$ cat config.mk
export PLATFORM = sky130hd
export DESIGN_NAME = serial_mag_comparator
export DESIGN_NICKNAME = d
export VERILOG_FILES = /design/src/rtl/cmp_pkg.sv /design/src/rtl/digit_cmp.sv /design/src/rtl/serial_mag_comparator.sv
export SDC_FILE = /design/constraint.sdc
export NUM_CORES = 1
export LEC_CHECK = 0
export ABC_AREA = 1
export CORE_MARGIN = 2
export CORE_UTILIZATION = 43
export CTS_BUF_LIST = sky130_fd_sc_hd__clkbuf_4
export CTS_CLUSTER_DIAMETER = 200
export DETAILED_ROUTE_END_ITERATION = 8
export GPL_TIMING_DRIVEN = 0
export PLACE_DENSITY_LB_ADDON = 0.1
export SLEW_MARGIN = 25
export SYNTH_ARGS = -nofsm -noshare
export SYNTH_HDL_FRONTEND = slang
export SYNTH_SLANG_ARGS = --single-unit
export TNS_END_PERCENT = 50
$ cat constraint.sdc
create_clock -name clk -period 2.11 [get_ports clk]
set_input_delay 0.3165 -clock clk [delete_from_list [all_inputs] [get_ports clk]]
set_output_delay 0.3165 -clock clk [all_outputs]
set_load 0.02 [all_outputs]
$ cat src/rtl/cmp_pkg.sv
// Shared definitions for the serial magnitude comparator: FSM encoding and one-hot result codes.
package cmp_pkg;

    typedef enum logic [1:0] {
        IDLE = 2'd0,
        SCAN = 2'd1,
        DONE = 2'd2
    } state_t;

    // Result bit order is {GT, EQ, LT}.
    localparam logic [2:0] RES_NONE = 3'b000;
    localparam logic [2:0] RES_GT   = 3'b100;
    localparam logic [2:0] RES_EQ   = 3'b010;
    localparam logic [2:0] RES_LT   = 3'b001;

endpackage

$ cat src/rtl/digit_cmp.sv
// Combinational DIGIT-bit unsigned comparator producing one-hot GT/EQ/LT.
module digit_cmp #(
    parameter int unsigned DIGIT = 2
) (
    input  logic [DIGIT-1:0] a,
    input  logic [DIGIT-1:0] b,
    output logic             gt,
    output logic             eq,
    output logic             lt
);

    always_comb begin
        gt = (a > b);
        eq = (a == b);
        lt = (a < b);
    end

endmodule

$ cat src/rtl/serial_mag_comparator.sv
// Multi-cycle WIDTH-bit magnitude comparator scanning DIGIT bits per cycle, MSB digit first,
// with valid/ready handshakes on both sides and per-transaction signed/unsigned mode.
module serial_mag_comparator
    import cmp_pkg::*;
#(
    parameter int unsigned WIDTH      = 16,
    parameter int unsigned DIGIT      = 2,
    parameter int unsigned EARLY_EXIT = 1
) (
    input  logic             clk,
    input  logic             reset,
    input  logic             in_valid,
    output logic             in_ready,
    input  logic [WIDTH-1:0] inA,
    input  logic [WIDTH-1:0] inB,
    input  logic             in_signed,
    output logic             out_valid,
    input  logic             out_ready,
    output logic             outGT,
    output logic             outEQ,
    output logic             outLT,
    output logic             busy
);

    localparam int unsigned   NDIG = WIDTH / DIGIT;
    localparam int unsigned   CW   = (NDIG > 1) ? $clog2(NDIG) : 1;
    localparam logic [CW-1:0] LAST = CW'(NDIG - 1);

    state_t           state;
    logic [WIDTH-1:0] sha;
    logic [WIDTH-1:0] shb;
    logic [WIDTH-1:0] bias;
    logic [CW-1:0]    cnt;
    logic             decided;
    logic [2:0]       held;
    logic [2:0]       dres;
    logic [2:0]       res_next;
    logic             dgt;
    logic             deq;
    logic             dlt;
    logic             last;
    logic             stop;

    digit_cmp #(
        .DIGIT(DIGIT)
    ) u_digit_cmp (
        .a  (sha[WIDTH-1 -: DIGIT]),
        .b  (shb[WIDTH-1 -: DIGIT]),
        .gt (dgt),
        .eq (deq),
        .lt (dlt)
    );

    always_comb begin
        // Flipping the sign bit of both operands maps two's complement order onto unsigned order.
        bias          = '0;
        bias[WIDTH-1] = in_signed;
        dres          = {dgt, deq, dlt};
        res_next      = decided ? held : dres;
        last          = (cnt == LAST);
        stop          = last || ((EARLY_EXIT != 0) && !deq);
    end

    always_ff @(posedge clk) begin
        if (reset) begin
            state                 <= IDLE;
            in_ready              <= 1'b1;
            busy                  <= 1'b0;
            out_valid             <= 1'b0;
            {outGT, outEQ, outLT} <= RES_NONE;
            cnt                   <= '0;
            decided               <= 1'b0;
            held                  <= RES_NONE;
            sha                   <= '0;
            shb                   <= '0;
        end else begin
            unique case (state)
                IDLE: begin
                    cnt     <= '0;
                    decided <= 1'b0;
                    if (in_valid) begin
                        sha      <= inA ^ bias;
                        shb      <= inB ^ bias;
                        in_ready <= 1'b0;
                        busy     <= 1'b1;
                        state    <= SCAN;
                    end
                end
                SCAN: begin
                    if (stop) begin
                        {outGT, outEQ, outLT} <= res_next;
                        out_valid             <= 1'b1;
                        state                 <= DONE;
                    end else begin
                        sha <= sha << DIGIT;
                        shb <= shb << DIGIT;
                        cnt <= cnt + 1'b1;
                        // Only the first differing digit may set the sticky result.
                        if (!decided && !deq) begin
                            decided <= 1'b1;
                            held    <= dres;
                        end
                    end
                end
                DONE: begin
                    if (out_ready) begin
                        out_valid <= 1'b0;
                        in_ready  <= 1'b1;
                        busy      <= 1'b0;
                        state     <= IDLE;
                    end
                end
                default: state <= IDLE;
            endcase
        end
    end

endmodule

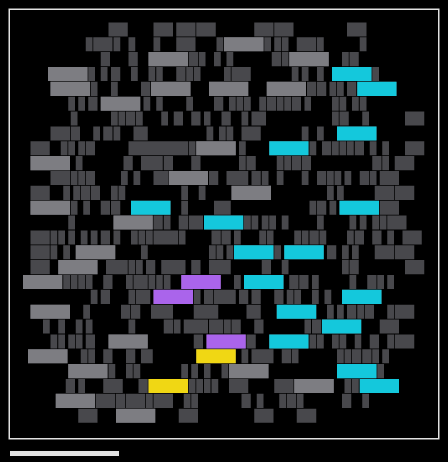
Fig. 1. Register map, names as in the netlist.
Scale bar: 20 um. Other sequential cells in the stronger gray, the rest of the logic in the fainter gray.
color	name in the netlist	flops
purple	cnt	3
cyan	shb	16
yellow	state	2
not colored	26
flop share of the area: 31.8%
FF+latch area: 941 um^2

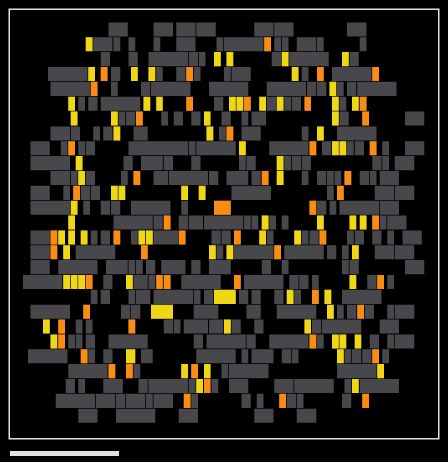
Fig. 2. Gate families picked out.
Scale bar: 20 um.
color	family	cells	where
yellow	nor cells	78	spread over the die
orange	inv cells	54	spread over the die
Comb area share: 37.5%
Cell Count, Final, Fillers Out: 491
most frequent logic cell in the layout: nand2_1

==> reports/metrics.yaml <==
syn_area_per_cell_um2: 6.43
powerClk_w: 0.000535
logic_area_um2: 1110
swShare_pct: 35.0
setup_viol: 0
drc_errors: 0
p_comb_w: 0.000981
crit_required_ns: 1.79
clk_pin_slew_ns: 0.13
xor_share_pct: 0
cp-start-kind: "flop"
period_used_pct: 77.7
post_drt_wl_per_cell_um: 10.9
stdcell_area_um2: 2960
p_seq_w: 0.00109
ctsHoldBuffers: 0
top_layer: "met4"
wl_met1_mm: 2.74
wl_met2_mm: 2.36
grt_util_met2_pct: 29.3
dp_slack_ns: 0.412
cts_inserted_buffers: 5
die_h_um: 78.4
crit_fanout: 2
crit_end: "outEQ"
post-synth-top-area-cell: "dfxtp_1"
cts-htree-levels: 2
fp.coreArea_um2: 5410
maxPowerGroup: "registers"
met1_usage_pct: 25.1
switchingPower_w: 0.000910
ff_type: "dfxtp_1"
cp_cell_sequence: "clkdlybuf4s50_1"
min_to: "held[2]"
non_clock_buffer_count: 61
crit_type: "flop to primary output"
total_power_w: 0.00260
synth_flops: 47
layout.nonclk_buf_share_pct: 18.2
via_per_inst: 4.57
setup_tns_ns: 0
fin_crit_ns: 1.64
dieArea_um2: 6140
worstHoldStart: "held[2]"
status: "complete, no violations"
ys_warn_count: 0
clk_latency_ns: 0.36
clock_buffers: 6
comb.multi_input.count: 250
cpPeakStageDelay_ns: 0.61
portBuffers: 42
syn_inst: 370
p_int_w: 0.00169
dr.pass1.iters: 4
fa_ha_area_share_pct: 2.11
maxCapViolCount: 0
grt_pass1_wl_mm: 9.18
num_io_pins: 43
ys_seq_share_pct: 39.6
antenna_found_initial: 0
hold_slack_ns: 0.431
dominant_cells: "combinational gates"
well_tap_count: 72
ys_cells: 370
slowest_stage: "clkdlybuf4s50_1"
whs_path_depth: 2
async_reset_ff_share_pct: 0
slew_viol_final: 0
cts-root-buf: "clkbuf_4"
wl_met3_um: 238
nFillCells: 564
seqPwrFrac_pct: 41.8
rr_endpoint: "sha[14]"
cts.sinks: 47
clkPwrFrac_pct: 20.6
hold_path_class: "flop to flop"
crit_family: "buffers and inverters"
synth-simple-area-share_pct: 36.5
